Run 1, routing congestion:
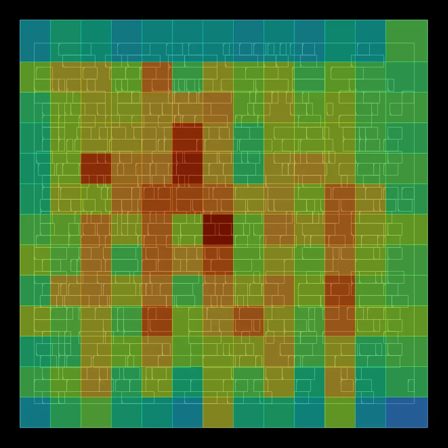
Run 1, the metal 2 layer:
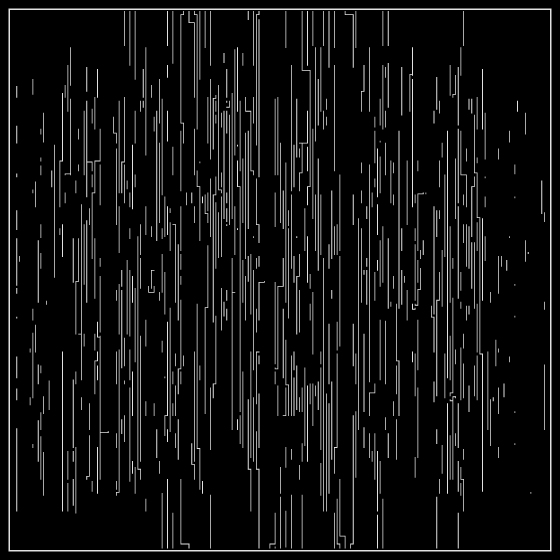
Run 1, the metal 3 layer:
The bar under the picture is 20 um long. Cells faint in the background.
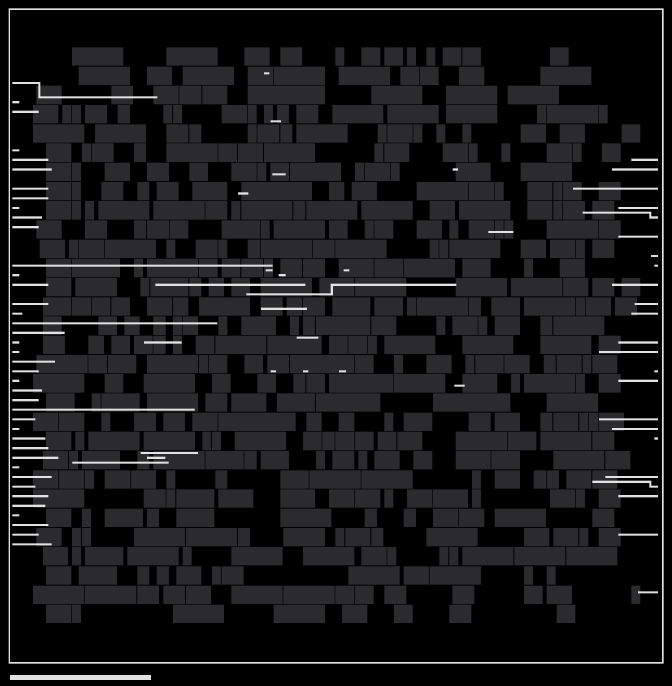
Run 1, met1 routing:
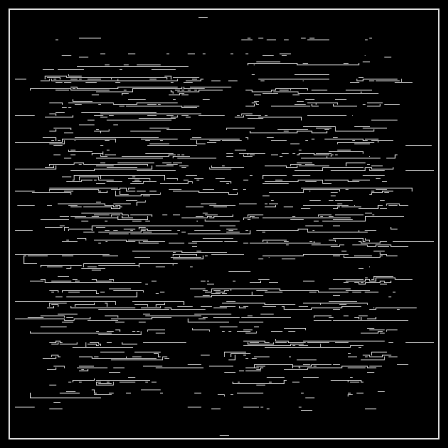
$ cat config.mk
export PLATFORM = sky130hd
export DESIGN_NAME = leg_mul_arbiter
export DESIGN_NICKNAME = d
export VERILOG_FILES = /design/src/rtl/leg_mul_arbiter.sv
export SDC_FILE = /design/constraint.sdc
export NUM_CORES = 1
export LEC_CHECK = 0
export CORE_MARGIN = 3
export CORE_UTILIZATION = 40
export CTS_BUF_LIST = sky130_fd_sc_hd__clkbuf_8
export DETAILED_ROUTE_END_ITERATION = 6
export MAX_ROUTING_LAYER = met4
export PLACE_DENSITY_LB_ADDON = 0.1
export SETUP_SLACK_MARGIN = 0.05
export SYNTH_ARGS = -nofsm -noshare
export SYNTH_HDL_FRONTEND = slang
export SYNTH_SLANG_ARGS = --single-unit
$ cat constraint.sdc
create_clock -name clk -period 2.35 [get_ports clk]
set_clock_uncertainty 0.15 [all_clocks]
set_input_delay 0.705 -clock clk [delete_from_list [all_inputs] [get_ports clk]]
set_output_delay 0.705 -clock clk [all_outputs]
set_load 0.05 [all_outputs]
$ cat src/rtl/leg_mul_arbiter.sv
// leg_mul_arbiter: round-robin arbiter/sequencer for two requesters
// sharing one combinational LEG 8x8 MUL unit (low/high byte by opcode).
//
// Ports:
//   clk, rst                 clock, synchronous active-high reset
//   reqN_valid/ready         request handshake, N = 0,1
//   reqN_a, reqN_b, reqN_op  operands and op (0 lo, 1 hi, 2 wide, 3 rsvd)
//   respN_valid, respN_data  one-cycle result pulse and held result
//   mul_a, mul_b, mul_op     drive to the shared MUL unit
//   mul_result               MUL unit output, same cycle
module leg_mul_arbiter #(
  parameter int UUID = 0,
  parameter     NAME = ""
) (
  input  logic        clk,
  input  logic        rst,
  input  logic        req0_valid,
  output logic        req0_ready,
  input  logic [7:0]  req0_a,
  input  logic [7:0]  req0_b,
  input  logic [1:0]  req0_op,
  output logic        resp0_valid,
  output logic [15:0] resp0_data,
  input  logic        req1_valid,
  output logic        req1_ready,
  input  logic [7:0]  req1_a,
  input  logic [7:0]  req1_b,
  input  logic [1:0]  req1_op,
  output logic        resp1_valid,
  output logic [15:0] resp1_data,
  output logic [7:0]  mul_a,
  output logic [7:0]  mul_b,
  output logic [7:0]  mul_op,
  input  logic [7:0]  mul_result
);

  typedef enum logic [1:0] {
    IDLE,
    ISSUE_LO,
    ISSUE_HI,
    RESP
  } state_t;

  state_t      state;
  state_t      state_nxt;
  logic        last_grant;
  logic        gid;
  logic [7:0]  lat_a;
  logic [7:0]  lat_b;
  logic [1:0]  lat_op;
  logic [7:0]  lo_reg;
  logic [7:0]  hi_reg;
  logic        grant1;
  logic        accept;

  // Requester 1 wins when alone, or on a tie when 0 was served last.
  assign grant1 = req1_valid & (~req0_valid | ~last_grant);
  assign accept = req0_ready | req1_ready;

  always_ff @(posedge clk) begin
    if (rst) state <= IDLE;
    else     state <= state_nxt;
  end

  always_comb begin
    state_nxt = state;
    unique case (state)
      IDLE:     if (accept) state_nxt = ISSUE_LO;
      ISSUE_LO: state_nxt = (lat_op == 2'd2) ? ISSUE_HI : RESP;
      ISSUE_HI: state_nxt = RESP;
      RESP:     state_nxt = IDLE;
    endcase
  end

  always_comb begin
    req0_ready  = 1'b0;
    req1_ready  = 1'b0;
    resp0_valid = 1'b0;
    resp1_valid = 1'b0;
    mul_a       = 8'd0;
    mul_b       = 8'd0;
    mul_op      = 8'd0;
    unique case (state)
      IDLE: begin
        // Gated by rst so a request never lands in the reset cycle.
        req0_ready = ~rst & req0_valid & ~grant1;
        req1_ready = ~rst & grant1;
      end
      ISSUE_LO: begin
        mul_a = lat_a;
        mul_b = lat_b;
        case (lat_op)
          2'd1:    mul_op = 8'd1;
          2'd3:    mul_op = 8'd7;
          default: mul_op = 8'd0;
        endcase
      end
      ISSUE_HI: begin
        mul_a  = lat_a;
        mul_b  = lat_b;
        mul_op = 8'd1;
      end
      RESP: begin
        resp0_valid = ~gid;
        resp1_valid = gid;
      end
    endcase
  end

  // Datapath: latched request, partial products, held responses.
  // Response registers load on entry to RESP so they are valid
  // for the whole pulse and hold afterwards.
  always_ff @(posedge clk) begin
    if (rst) begin
      last_grant <= 1'b1;
      gid        <= 1'b0;
      lat_a      <= 8'd0;
      lat_b      <= 8'd0;
      lat_op     <= 2'd0;
      lo_reg     <= 8'd0;
      hi_reg     <= 8'd0;
      resp0_data <= 16'd0;
      resp1_data <= 16'd0;
    end else begin
      unique case (state)
        IDLE: begin
          if (accept) begin
            gid        <= grant1;
            last_grant <= grant1;
            lat_a      <= grant1 ? req1_a  : req0_a;
            lat_b      <= grant1 ? req1_b  : req0_b;
            lat_op     <= grant1 ? req1_op : req0_op;
          end
        end
        ISSUE_LO: begin
          lo_reg <= mul_result;
          if (lat_op != 2'd2) begin
            if (gid) resp1_data <= {8'h00, mul_result};
            else     resp0_data <= {8'h00, mul_result};
          end
        end
        ISSUE_HI: begin
          hi_reg <= mul_result;
          if (gid) resp1_data <= {mul_result, lo_reg};
          else     resp0_data <= {mul_result, lo_reg};
        end
        RESP: ;
      endcase
    end
  end

endmodule

==> ds_physical_params.txt, run 1 <==
Implementation parameters

Parameter                              Value

Run status
  Run status .................. finished clean

Final layout
  Final net count .................. a little under 500
  Clock-cell share of area .................. 5.11%
  Commonest cells after routing, fill and taps aside .................. nand2_1, dfxtp_1, clkdlybuf4s50_1, buf_4, mux2i_1
  Data-path buffer share of cell area in the final layout .................. a little under a third
  Antenna diodes .................. 0
  Fill count .................. roughly 600
  Flop share of the area .................. roughly 26%
  Number of standard cells in the final layout excluding fillers .................. 546
  Layout multi-input combinational cell count .................. 231
  Number of sequential storage elements .................. about 62
  Combinational cell area excluding buffers and inverters .................. 1660 sq um
  Registers with the highest flip-flop counts .................. resp0_data x16, resp1_data x16
  Multi-input logic portion of the cell area .................. 34.6%
  Layout buffer count excluding clock buffers .................. between 100 and 150
  Sequential cell area in the final layout .................. ~1200 sq um
  Commonest Layout Cell .................. nand2_1
  Share of cells above drive strength 1 .................. between 30% and 40%
  Inverter tally of the final layout excluding the clock network .................. 5
  # clk buffers .................. 9
  Area growth from synthesis to final layout .................. 61.1%
  Max-area cell class .................. logic gates

Placed design
  Post-place setup slack .................. -354 ps
  Dpl cells .................. roughly 520
  DPL Wire Length .................. roughly 5700 um
  Port bufs .................. just over 100
  RePlAce Congestion .................. around 0.81

Power and ir drop
  Fraction of power consumed by sequential logic .................. 25.8%
  Power Dens Cells .................. roughly 1100 nW/um^2
  Internal cell power .................. roughly 3.3 mW
  Clk power .................. 1.15 mW
  Power in sequential cells .................. roughly 1.4 mW
  Switching component of the power .................. between 2 and 2.5 mW
  PnR Total Power .................. 5.37 mW
  IR drop worst, VDD .................. 569 uV
  Logic pwr share .................. about 53%
  Group drawing the most power .................. combinational logic
  Proportion of total power due to net switching .................. 38.5%
  Leakage power total .................. 2.13 nW
  Power dissipated in combinational cells .................. approximately 2.8 mW
  Clock share of power .................. 21.5%

Synth
  Number of cells produced by synthesis .................. 328
  Synthesized area .................. 2980 sq um
  EDFF count, synth .................. 0
  Area figure in the yosys stat output .................. 2980 sq um
  Main logic family after synthesis .................. simple AND/OR/NAND/NOR gates
  Mux share .................. between 15 and 20%
  Flops out of synthesis .................. a little over 60
  Cell Type Count .................. 35
  Area fraction in full adders, half adders and majority gates .................. approximately 1.7%
  Most common reg cell .................. dfxtp_1
  Area fraction in compound gates after synthesis .................. 13.7%
  Fraction of synthesis flops using an asynchronous set or reset pin .................. 0%
  Syn Area/Cell .................. around 9 sq um
  Share of the yosys chip area belonging to registers .................. about two fifths
  Xor/xnor cell area share of the yosys netlist .................. 0%
  Yosys simple share .................. between 10% and 20%
  Cell count listed in synth_stat.txt .................. ~330
  YS warnings .................. 0

Floorplan
  Boundary pin count .................. about 110
  DIE WIDTH .................. about 92 um
  Initial core utilization .................. between 40 and 50%
  Chip area .................. ~8500 sq um
  Height of the die .................. between 90 and 100 um
  Area of the core .................. roughly 7000 sq um
  Tap cell count .................. 96
  Core Rows .................. 30

Clocking
  CTS H-Tree Depth .................. 3
  TritonCTS clock tree .................. done
  Number of buffers created by CTS .................. 9
  Setup Fix Bufs, Post-CTS .................. 6
  Buffer type at the clock tree root .................. clkbuf_8
  Cells resized by post-CTS repair .................. ~54
  TritonCTS Sinks .................. 62
  Clock slew seen by the registers of the worst setup and hold paths .................. about 80 ps
  Post-CTS Hold Fix Bufs .................. 0
  Maximum clock path buffer count .................. 2
  Skew-Pair Late Insertion Delay .................. ~330 ps

Setup path
  Critical register-to-register path startpoint .................. state[1]
  Cell depth of the worst flop-to-flop path .................. 6
  Crit Path Category .................. reg -> out
  CP cell instances .................. inv_4, ha_4, and4_4, buf_12
  Origin of the worst setup path .................. state[0]
  Count of cell instances traversed by the critical path .................. 4
  Critical Path Max Stage Delay .................. approximately 360 ps
  Required time at the worst-slack endpoint .................. 1490 ps
  Endpoint of the lowest-slack register-to-register path .................. resp1_data[8]
  Largest fanout on the critical path .................. 5
  Startpoint type of the worst setup path .................. flip-flop
  Worst endpoint data arrival time .................. between 1000 and 1500 ps
  Count of buffer and inverter cells on the critical path .................. 2
  Slowest stage cell, crit path .................. dfxtp_2
  CP Capture Point .................. mul_op[2]
  Kind of end point of the critical path .................. output port
  Minimum setup slack among reg-to-reg paths .................. between 500 and 600 ps
  Crit-path leading delay family .................. flip-flops

Routing
  Met3 wire len .................. 455 um
  Initial DRC Count .................. around 43
  Via-per-instance ratio .................. between 4 and 5
  Highest Signal Layer .................. met4
  TritonRoute pass-1 iters .................. 4
  Metal2 WL .................. 4230 um
  Wire length on met1 .................. 3310 um
  Detail Route Antenna Nets .................. 0
  DRC .................. 0
  WL per Instance .................. about 15 um

Timing
  Minimum clock period .................. between 2000 and 2500 ps
  Tcrit/Tclk final .................. 99.6%
  Max_slew headroom .................. 60.3%
  Slew of the pin with the lowest slew margin .................. around 600 ps
  Setup repair after global routing missed its margin .................. yes
  Max Transition Viols Final .................. 0
  Final setup vio count .................. 0
  Top achievable clock speed .................. around 0.43 GHz
  Worst hold slack across all endpoints .................. 310 ps
  Slack of the critical path .................. ~8.4 ps
  Final hold violation count .................. 0

Min path
  Worst min-delay path startpoint .................. resp0_data[9]
  WHS Path Cells .................. 2
  Hold Crit Class .................. reg -> reg
  Hold Path End .................. resp0_data[9]

Global route
  Residual overflow from global routing .................. 0
  Via count of the first global-routing pass .................. roughly 2700
  Wire length of the first global-routing pass .................. around 13000 um
  Number of antenna violations at the first check in global routing .................. 0
  Routing usage on met3 .................. ~4.6%
  Maximum number of pins on one net before global-route repair .................. about 52

Run
  Max-capacitance violation count .................. 0
  Tool Warnings .................. 32
About 'routing congestion':
met2 capacity usage during global routing: 34.4%
Layout Utilization: 68.3%
most used routing layer in global routing: met2
Overall Global Routing Usage: 20.0%
met1 Resource Use GR: 22.2%

About 'the metal 2 layer':
- nets with wire on the layer: 423
- wire length on this layer: 4230 um
- main direction: vertical
- share of all routed wire: 52%
- longest straight run: 43.2 um

About 'the metal 3 layer':
- nets with wire on the layer: 75
- main direction: horizontal
- wire length on this layer: 455 um
- share of all routed wire: 5.6%
- longest straight run: 36.6 um

About 'met1 routing':
- nets with wire on the layer: 417
- wire length on this layer: 3310 um
- longest straight run: 27.1 um
detailed-route wire length: 8160 um
DR vias: 2674

## run 1: Yosys cell counts (all sizes together) (2+ instances only)
cell,count,area (sq um)
a311oi,18,220
nand3,8,40.0
a21oi,21,105
mux2i,40,400
inv,4,15.0
dfxtp,62,1240
clkbuf,12,45.0
nor3,2,10.0
mux2,8,90.1
buf,22,174
nor2,10,40.0
nand2,81,304
and2,18,113
o211ai,2,15.0
nor2b,3,18.8
ha,4,50.1
## run 1: per-stage QoR
step | setup TNS [ps] | instance area (sq um)
2_1_floorplan | -1.38 | 3040
3_3_place_gp | -1900 | 4350
3_5_place_dp | -2950 | 4350
4_1_cts | 0 | 4710
5_1_grt | -656 | 4800
6_report | 0 | 4800
==> run 2: changes to the inputs <==
- SLEW_MARGIN: unset -> 20
Run 2, routing congestion:
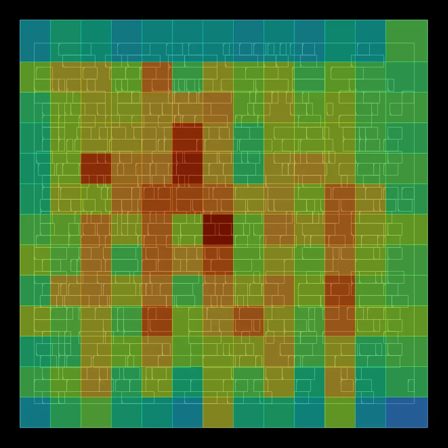
WL per Instance: 15.0 um
routing usage on met3: 4.59%

Run 2, the metal 2 layer:
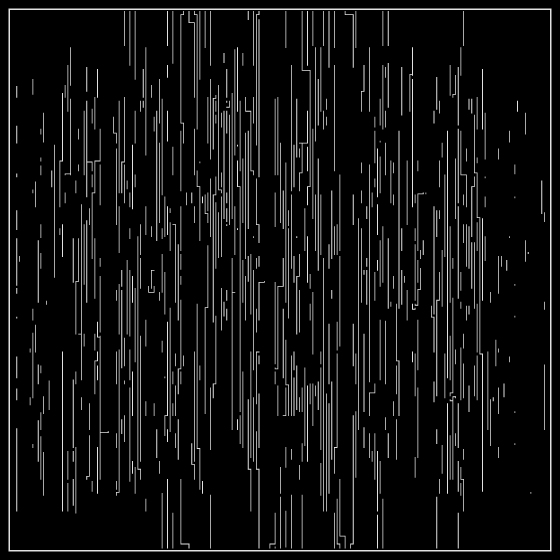

==> ds_physical_params.txt, run 2 <==
Implementation parameters

Parameter                              Value

Clocking
  Skew-Pair Late Insertion Delay .................. 330 ps (about the same)
  Cells resized by post-CTS repair .................. 54 (unchanged)
  TritonCTS Sinks .................. 62 (unchanged)
  Number of buffers created by CTS .................. 9 (unchanged)
  CTS H-Tree Depth .................. 3 (unchanged)
  Post-CTS Hold Fix Bufs .................. 0 (unchanged)
  Setup Fix Bufs, Post-CTS .................. 6 (unchanged)
  Clock slew seen by the registers of the worst setup and hold paths .................. 80 ps (about the same)
  Buffer type at the clock tree root .................. clkbuf_8
  Maximum clock path buffer count .................. 2 (unchanged)
  TritonCTS clock tree .................. done

Final layout
  Commonest Layout Cell .................. nand2_1
  Registers with the highest flip-flop counts .................. resp0_data x16, resp1_data x16
  Number of standard cells in the final layout excluding fillers .................. 546 (unchanged)
  Fill count .................. 603 (unchanged)
  Commonest cells after routing, fill and taps aside .................. nand2_1, dfxtp_1, clkdlybuf4s50_1, buf_4, mux2i_1
  Layout Utilization .................. 68.3% (unchanged)
  Final net count .................. 497 (unchanged)
  Sequential cell area in the final layout .................. 1240 sq um (unchanged)
  Share of cells above drive strength 1 .................. 32.7% (unchanged)
  Area growth from synthesis to final layout .................. 61.1% (unchanged)
  Combinational cell area excluding buffers and inverters .................. 1660 sq um (unchanged)

Placed design
  Area of placed instances .................. 4350 sq um (unchanged)
  DPL Wire Length .................. 5700 um (unchanged)
  RePlAce Congestion .................. 0.807 (unchanged)
  Post-place setup slack .................. -354 ps (unchanged)
  Dpl cells .................. 520 (unchanged)
  Port bufs .................. 102 (unchanged)

Power and ir drop
  Internal cell power .................. 3.30 mW (unchanged)
  Power in sequential cells .................. 1.39 mW (about the same)
  Group drawing the most power .................. combinational logic
  Power dissipated in combinational cells .................. 2.83 mW (about the same)
  Power Dens Cells .................. 1120 nW/um^2 (unchanged)
  Switching component of the power .................. 2.07 mW (unchanged)
  Proportion of total power due to net switching .................. 38.5% (unchanged)
  IR drop worst, VDD .................. 569 uV (unchanged)
  Fraction of power consumed by sequential logic .................. 25.8% (about the same)
  Logic pwr share .................. 52.7% (about the same)
  Leakage power total .................. 2.13 nW (unchanged)
  PnR Total Power .................. 5.37 mW (unchanged)
  Clock share of power .................. 21.5% (about the same)
  Clk power .................. 1.15 mW (about the same)

Floorplan
  Boundary pin count .................. 108 (unchanged)
  Height of the die .................. 92.3 um (unchanged)
  Area of the core .................. 7020 sq um (unchanged)
  Chip area .................. 8510 sq um (unchanged)
  Initial core utilization .................. 42.4% (unchanged)
  DIE WIDTH .................. 92.3 um (unchanged)
  Core Rows .................. 30 (unchanged)

Synth
  Cell Type Count .................. 35 (unchanged)
  Main area contributors .................. dfxtp_1, mux2i_1, nand2_1, a311oi_2, and2_1
  Xor/xnor cell area share of the yosys netlist .................. 0% (unchanged)
  YS warnings .................. 0 (unchanged)
  Fraction of synthesis flops using an asynchronous set or reset pin .................. 0% (unchanged)
  Synth area leader .................. dfxtp_1
  Most frequent cells after synthesis .................. nand2_1, dfxtp_1, mux2i_1
  Leading cell type by number of instances after synthesis .................. nand2_1
  EDFF count, synth .................. 0 (unchanged)
  Mux share .................. 16.5% (unchanged)
  Top cell type's share of synthesized area .................. 41.7% (unchanged)
  Synthesized area .................. 2980 sq um (unchanged)
  Area fraction in full adders, half adders and majority gates .................. 1.68% (unchanged)
  Syn Area/Cell .................. 9.08 sq um (unchanged)
  Main logic family after synthesis .................. simple AND/OR/NAND/NOR gates
  Flops out of synthesis .................. 62 (unchanged)
  Number of cells produced by synthesis .................. 328 (unchanged)
  Cell count listed in synth_stat.txt .................. 328 (unchanged)
  Most common reg cell .................. dfxtp_1
  Share of the yosys chip area belonging to registers .................. 41.7% (unchanged)

Setup path
  Startpoint type of the worst setup path .................. flip-flop
  Slowest stage cell, crit path .................. dfxtp_2
  Required time at the worst-slack endpoint .................. 1490 ps (about the same)
  Origin of the worst setup path .................. state[0]
  Kind of end point of the critical path .................. output port
  Endpoint of the lowest-slack register-to-register path .................. resp1_data[8]
  Cell depth of the worst flop-to-flop path .................. 6 (unchanged)
  Critical register-to-register path startpoint .................. state[1]
  Crit-path leading delay family .................. flip-flops
  Worst endpoint data arrival time .................. 1490 ps (about the same)
  CP cell instances .................. inv_4, ha_4, and4_4, buf_12
  Count of cell instances traversed by the critical path .................. 4 (unchanged)
  CP Capture Point .................. mul_op[2]
  Largest fanout on the critical path .................. 5 (unchanged)
  Critical Path Max Stage Delay .................. 360 ps (about the same)
  Minimum setup slack among reg-to-reg paths .................. 510 ps (about the same)
  Crit Path Category .................. reg -> out
  Count of buffer and inverter cells on the critical path .................. 2 (unchanged)

Timing
  Setup tns final .................. 0 ps (unchanged)
  Final setup vio count .................. 0 (unchanged)
  Worst hold slack across all endpoints .................. 310 ps (unchanged)
  Max Transition Viols Final .................. 0 (unchanged)
  Setup repair after global routing missed its margin .................. yes
  Minimum clock period .................. 2340 ps (unchanged)
  Slew of the pin with the lowest slew margin .................. 595 ps (unchanged)
  Final hold violation count .................. 0 (unchanged)
  Top achievable clock speed .................. 0.427 GHz (unchanged)
  Tcrit/Tclk final .................. 99.6% (unchanged)

Routing
  Via-per-instance ratio .................. 4.90 (unchanged)
  Detailed-route wire length .................. 8160 um (unchanged)
  Initial DRC Count .................. 43 (unchanged)
  TritonRoute pass-1 iters .................. 4 (unchanged)
  Detail Route Antenna Nets .................. 0 (unchanged)
  DR vias .................. 2674 (unchanged)

Run
  Max-capacitance violation count .................. 0 (unchanged)
  Tool Warnings .................. 32 (unchanged)

Global route
  Via count of the first global-routing pass .................. 2736 (unchanged)
  Overall Global Routing Usage .................. 20.0% (unchanged)
  Maximum number of pins on one net before global-route repair .................. 52 (unchanged)
  Number of antenna violations at the first check in global routing .................. 0 (unchanged)
  Wire length of the first global-routing pass .................. 13100 um (unchanged)
  Residual overflow from global routing .................. 0 (unchanged)

Run status
  Run status .................. finished clean

Min path
  Hold Crit Class .................. reg -> reg
  WHS Path Cells .................. 2 (unchanged)
  Hold Path End .................. resp0_data[9]
  Worst min-delay path startpoint .................. resp0_data[9]
-- run 2: cell counts in the layout (fill, tap and decap cells not counted) --
No cell type changed its count.
-- run 2: area by class of cell --
class | instances | area share (%)
Inverter | 5 | 0.496
Tap cell | 96 | 2.50
Clock buffer | 9 | 2.58
Clock inverter | 7 | 2.53
Sequential cell | 62 | 25.9
Multi-Input combinational cell | 231 | 34.6
Timing Repair Buffer | 136 | 31.4
-- run 2: layer usage --
| metal | vias up | share of wire (%) | wire length [um] | track usage (%) |
|---|---|---|---|---|
| li1 | 1348 | - | - | - |
| met1 | 1219 | 40 | 3310 | 22.2 |
| met2 | 90 | 52 | 4230 | 34.4 |
| met3 | 17 | 5.6 | 455 | 4.59 |
| met4 | 0 | 2.1 | 172 | 8.54 |
| met5 | - | 0 | 0 | - |
Power is estimated from default activity; no workload was simulated.
